===== src/rtl/shift_32_pkg.sv =====
// Shared constants and types for the shift_32 line-memory read sequencer.
package shift_32_pkg;

    localparam int unsigned DEPTH     = 71;
    localparam int unsigned ROW_WORDS = 23;
    localparam int unsigned ADDR_W    = 7;
    localparam int unsigned DATA_W    = 32;
    localparam int unsigned WIN_W     = 3 * DATA_W;
    localparam int unsigned WCNT_W    = 16;

    typedef enum logic [2:0] {
        ST_IDLE,
        ST_ISSUE,
        ST_DRAIN,
        ST_PRESENT,
        ST_DONE
    } state_t;

    // Row slot inside the window: 0 = top, 1 = middle, 2 = bottom.
    typedef logic [1:0] slot_t;

endpackage


===== src/rtl/shift_32_addr_wrap.sv =====
// Combinational modulo-DEPTH adder; both operands must already be < DEPTH.
module shift_32_addr_wrap
    import shift_32_pkg::*;
(
    input  logic [ADDR_W-1:0] i_a,
    input  logic [ADDR_W-1:0] i_b,
    output logic [ADDR_W-1:0] o_sum_c
);

    localparam int unsigned SUM_W = ADDR_W + 1;

    logic [SUM_W-1:0] w_raw;
    logic [SUM_W-1:0] w_red;

    // Sum is < 2*DEPTH, so a single conditional subtract suffices.
    assign w_raw   = {1'b0, i_a} + {1'b0, i_b};
    assign w_red   = (w_raw >= SUM_W'(DEPTH)) ? (w_raw - SUM_W'(DEPTH)) : w_raw;
    assign o_sum_c = w_red[ADDR_W-1:0];

endmodule


===== src/rtl/shift_32_reader.sv =====
// Read sequencer for shift_32: fetches rows r, r+ROW_WORDS, r+2*ROW_WORDS as one window.
// Optional SHIFT_32_READER_WIN_COUNT_EN adds a saturating win_count handshake counter.
module shift_32_reader
    import shift_32_pkg::*;
#(
    parameter int unsigned RD_LATENCY = 1
)
(
    input  logic              clk,
    input  logic              rst,
    input  logic              start,
    input  logic [ADDR_W-1:0] base_addr,
    input  logic [ADDR_W-1:0] count,
    output logic              busy,
    output logic              done,
    output logic [ADDR_W-1:0] mem_addr,
    output logic              mem_write_en,
    input  logic [DATA_W-1:0] mem_rd_data,
    output logic              win_valid,
    input  logic              win_ready,
    output logic [WIN_W-1:0]  win_data
`ifdef SHIFT_32_READER_WIN_COUNT_EN
    ,
    output logic [WCNT_W-1:0] win_count
`endif
);

    localparam int unsigned LAST = RD_LATENCY - 1;

    state_t            r_state;
    logic [ADDR_W-1:0] r_ptr;
    logic [ADDR_W-1:0] r_rem;
    slot_t             r_iss;
    logic [1:0]        r_drn;
    logic              r_tag_vld  [RD_LATENCY];
    slot_t             r_tag_slot [RD_LATENCY];
    logic              r_busy;
    logic              r_done;
    logic [ADDR_W-1:0] r_mem_addr;
    logic              r_win_valid;
    logic [WIN_W-1:0]  r_win_data;

    logic [ADDR_W-1:0] w_row_next;
    logic [ADDR_W-1:0] w_ptr_next;

    shift_32_addr_wrap u_row_wrap (
        .i_a     (r_mem_addr),
        .i_b     (ADDR_W'(ROW_WORDS)),
        .o_sum_c (w_row_next)
    );

    shift_32_addr_wrap u_col_wrap (
        .i_a     (r_ptr),
        .i_b     (ADDR_W'(1)),
        .o_sum_c (w_ptr_next)
    );

    always_ff @(posedge clk) begin
        if (rst) begin
            r_state     <= ST_IDLE;
            r_ptr       <= '0;
            r_rem       <= '0;
            r_iss       <= '0;
            r_drn       <= '0;
            r_busy      <= 1'b0;
            r_done      <= 1'b0;
            r_mem_addr  <= '0;
            r_win_valid <= 1'b0;
            r_win_data  <= '0;
            for (int i = 0; i < RD_LATENCY; i++) begin
                r_tag_vld[i]  <= 1'b0;
                r_tag_slot[i] <= '0;
            end
        end else begin
            r_done <= 1'b0;

            // Tag pipeline tracks which row slot the returning read data belongs to.
            r_tag_vld[0]  <= (r_state == ST_ISSUE);
            r_tag_slot[0] <= r_iss;
            for (int i = 1; i < RD_LATENCY; i++) begin
                r_tag_vld[i]  <= r_tag_vld[i-1];
                r_tag_slot[i] <= r_tag_slot[i-1];
            end
            if (r_tag_vld[LAST]) begin
                case (r_tag_slot[LAST])
                    2'd0:    r_win_data[DATA_W-1:0]          <= mem_rd_data;
                    2'd1:    r_win_data[2*DATA_W-1:DATA_W]   <= mem_rd_data;
                    default: r_win_data[3*DATA_W-1:2*DATA_W] <= mem_rd_data;
                endcase
            end

            case (r_state)
                ST_IDLE: begin
                    if (start) begin
                        if (count != '0) begin
                            r_ptr      <= base_addr;
                            r_rem      <= count;
                            r_mem_addr <= base_addr;
                            r_iss      <= '0;
                            r_busy     <= 1'b1;
                            r_state    <= ST_ISSUE;
                        end else begin
                            r_done  <= 1'b1;
                            r_state <= ST_DONE;
                        end
                    end
                end
                ST_ISSUE: begin
                    if (r_iss == 2'd2) begin
                        r_drn   <= 2'(RD_LATENCY - 1);
                        r_state <= ST_DRAIN;
                    end else begin
                        r_mem_addr <= w_row_next;
                        r_iss      <= r_iss + 2'd1;
                    end
                end
                ST_DRAIN: begin
                    if (r_drn == 2'd0) begin
                        r_win_valid <= 1'b1;
                        r_state     <= ST_PRESENT;
                    end else begin
                        r_drn <= r_drn - 2'd1;
                    end
                end
                ST_PRESENT: begin
                    if (win_ready) begin
                        r_win_valid <= 1'b0;
                        r_ptr       <= w_ptr_next;
                        r_rem       <= r_rem - ADDR_W'(1);
                        if (r_rem != ADDR_W'(1)) begin
                            r_mem_addr <= w_ptr_next;
                            r_iss      <= '0;
                            r_state    <= ST_ISSUE;
                        end else begin
                            r_done  <= 1'b1;
                            r_busy  <= 1'b0;
                            r_state <= ST_DONE;
                        end
                    end
                end
                ST_DONE: begin
                    r_state <= ST_IDLE;
                end
                default: begin
                    r_state <= ST_IDLE;
                end
            endcase
        end
    end

`ifdef SHIFT_32_READER_WIN_COUNT_EN
    logic [WCNT_W-1:0] r_win_count;

    always_ff @(posedge clk) begin
        if (rst) begin
            r_win_count <= '0;
        end else if ((r_state == ST_PRESENT) && win_ready && (r_win_count != '1)) begin
            r_win_count <= r_win_count + WCNT_W'(1);
        end
    end

    assign win_count = r_win_count;
`endif

    assign busy         = r_busy;
    assign done         = r_done;
    assign mem_addr     = r_mem_addr;
    assign mem_write_en = 1'b0;
    assign win_valid    = r_win_valid;
    assign win_data     = r_win_data;

endmodule


===== config.mk =====
export PLATFORM = sky130hd
export DESIGN_NAME = shift_32_reader
export DESIGN_NICKNAME = d
export VERILOG_FILES = /design/src/rtl/shift_32_pkg.sv /design/src/rtl/shift_32_addr_wrap.sv /design/src/rtl/shift_32_reader.sv
export SDC_FILE = /design/constraint.sdc
export NUM_CORES = 1
export LEC_CHECK = 0
export CORE_UTILIZATION = 50
export DETAILED_ROUTE_END_ITERATION = 7
export DONT_BUFFER_PORTS = 1
export MAX_ROUTING_LAYER = met4
export SETUP_SLACK_MARGIN = 0.5
export SYNTH_ARGS = -nofsm -noshare
export SYNTH_HDL_FRONTEND = slang
export SYNTH_SLANG_ARGS = --single-unit

===== constraint.sdc =====
create_clock -name clk -period 4.3 [get_ports clk]
set_clock_uncertainty 0.15 [all_clocks]
set_input_delay 0.86 -clock clk [delete_from_list [all_inputs] [get_ports clk]]
set_output_delay 0.86 -clock clk [all_outputs]
set_load 0.005 [all_outputs]

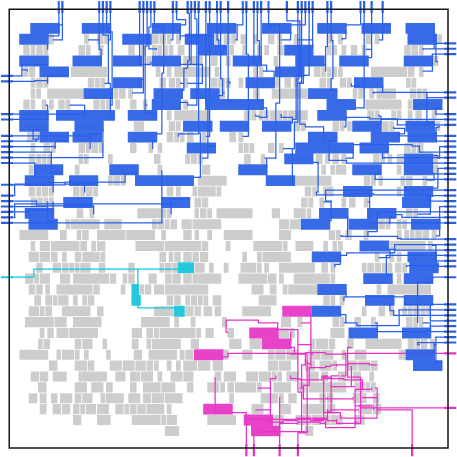
Fig. 1. Port wiring.
Drawn at 4 px/um.
colour	port	bits	direction	end cells	wire
cyan	start	1	input	4	70.0 um
magenta	mem_addr	7	output	7	541 um
blue	win_data	96	output	96	2070 um

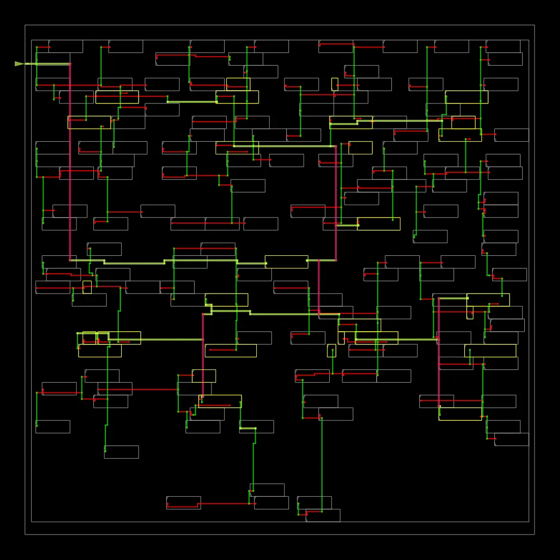
Fig. 2. Clock wiring as the flow saved it.
TritonCTS sink count: 130
clock distribution power: 1.38 mW
clock buffers created by TritonCTS: 17

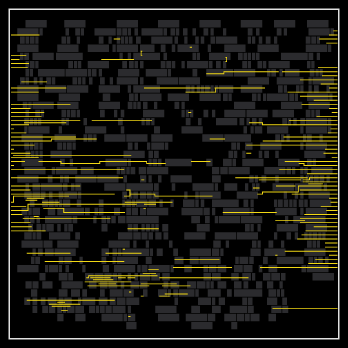
Fig. 3. M3 wires.
Drawn at 3 px/um. Cells faint in the background.
nets with wire on the layer	128
share of all routed wire	12%
longest straight run	39.1 um
routed via count: 5069
routed wire length: 15100 um
met3 usage: 11.4%

==> run summary <==
The flow run is done. For the final routed database, the setup TNS stands at 0 ns. Area share of fa/ha/maj cells after synthesis landed at between 1.5 and 2%. Among the non-sequential cells, simple AND/OR/NAND/NOR gates take the most area. Number of top-level design ports landed at roughly 160. Power in sequential cells landed at 1.31 mW. Power share of the sequential group landed at between 40% and 50%. Final global-route overflow total landed at 0.

Counting instances, the worst hold path has a depth of 2. The repair_antennas step left the layout with diodes totalling 0. The finished layout holds around 870 standard cells, fillers aside. First-pass iteration count of the detailed router landed at 5. The synthesis report names the predominant flop master as dfxtp_1. Overall routing resource usage recorded by global route was between 20% and 30%. Die outline height landed at around 110 um.

Per the Yosys statistics, synthesis produced 747 cells. The most common logic cells in the final layout are nand2_1 (220), dfxtp_1 (130), a21oi_1 (123). The run finished with clean final reports.

The warning tally printed by Yosys for this design is 0. The report lists the power per cell area as 476 mW/mm2. Among cell families on the critical path, the largest total delay comes from AND-OR/OR-AND gates.

Per the hold report, the tightest min-delay path originates at r_drn[0]. Remaining routing DRC violations landed at 0. Maximum fanout along the worst path landed at 11. Ranked by power, first place goes to clock. Summing the areas of all compound-gate instances in the mapped netlist gives roughly a fifth of the synthesized area.

Setup repair after global routing left no endpoint under its margin. Sequential cell area fraction in the yosys report landed at between 40% and 50%. Weighted congestion reported at the end of routability-driven placement landed at 0.897.

Hold-check failures listed in the final report amount to 0. In the final report, the number of pins over their slew limit comes to 0. Dividing the detail-routed via count by the number of cells gives around 6.

The OpenROAD report gives the critical path a required time of ~4.4 ns. For the worst-skew pair, the clock arrives at the later sink with an insertion delay of roughly 0.4 ns. The report puts the hold buffer count at CTS at 0. The flow measured a signed area growth from synthesis to layout of 9.76%. Yosys reports that the most numerous cell types are nand2_1 (220), dfxtp_1 (130), a21oi_1 (123).
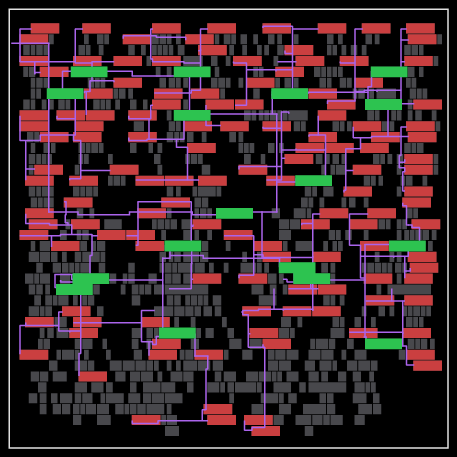
Fig. 4. Routed clock nets over the placement.
Drawn at 4 px/um.
[green] clock-net drivers | count: 17
[red] flip-flops | count: 130
[purple] clock wires | length: 1500 um
routed clock nets	18

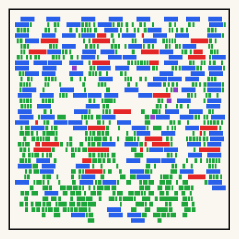
Fig. 5. Cells coloured by class.
Drawn at 2 px/um.
colour	class	cells	share of their area
red	clock drivers and dummy loads	29	9.3%
green	remaining logic cells	566	48%
purple	remaining buffers and delay cells	4	0.49%
blue	registers	130	42%
Rows: 38
Post-Route Utilization: 57.3%
floorplan core area: 0.0110 mm2

-- layer usage --
layer	GRT usage, %	wire length [um]	vias to the layer above	share of wire [%]
met1	31.6	6300	2338	42
met3	11.4	1760	22	12
met2	40.3	6890	226	46
met5	-	0	-	0
li1	-	-	2483	-
met4	7.52	172	0	1.1
-- worst reg2reg max path, delay by kind of cell, from the launching register on --
| kind | cells | cell delay, ns |
|---|---|---|
| compound gates | 4 | 1.14 |
| xor+xnor | 1 | 0.18 |
| fa+ha+maj | 1 | 0.32 |
| flops | 1 | 0.55 |
| simple gates | 2 | 0.51 |
-- state kept, by name (all words and copies together) (netlist names) --
name / count
win_data: 96
mem_addr: 7
r_ptr: 7
r_rem: 7
r_state: 3
r_drn: 2
r_iss: 2
r_tag_slot: 2
busy: 1
done: 1
r_tag_vld: 1
win_valid: 1
-- cell type report --
class / instances / area, um2
fill: 1029 / 4710
multi-input combinational: 552 / 2890
clock inverter: 5 / 77.6
inverter: 14 / 52.6
sequential: 130 / 2600
clock buffer: 24 / 492
tap: 140 / 175
timing repair buffer: 4 / 30.0
-- cells by family (layout without fill, tap and decap cells) --
logic type | after synthesis | after routing
adders and majority gates | 9 | 9
buffers and inverters | 65 | 47
and+or+nand+nor | 327 | 327
AOI/OAI and AO/OA | 196 | 196
muxes | 3 | 3
other | 1 | 1
xor gates and xnor gates | 16 | 16
DFF | 130 | 130
-- stage by stage --
| stage | hold WS [ns] | util (%) | instance area, um2 | setup slack, ns |
|---|---|---|---|---|
| floorplan | 0.294 | - | 5760 | 1.57 |
| global placement | 0.297 | 52.1 | 5750 | 1.22 |
| detailed placement | 0.308 | 52.1 | 5750 | 1.15 |
| CTS | 0.315 | 57.3 | 6320 | 1.34 |
| global route | 0.334 | 57.3 | 6320 | 1.01 |
| finish | 0.319 | 57.3 | 6320 | 1.31 |
Power is estimated from default activity; no workload was simulated.
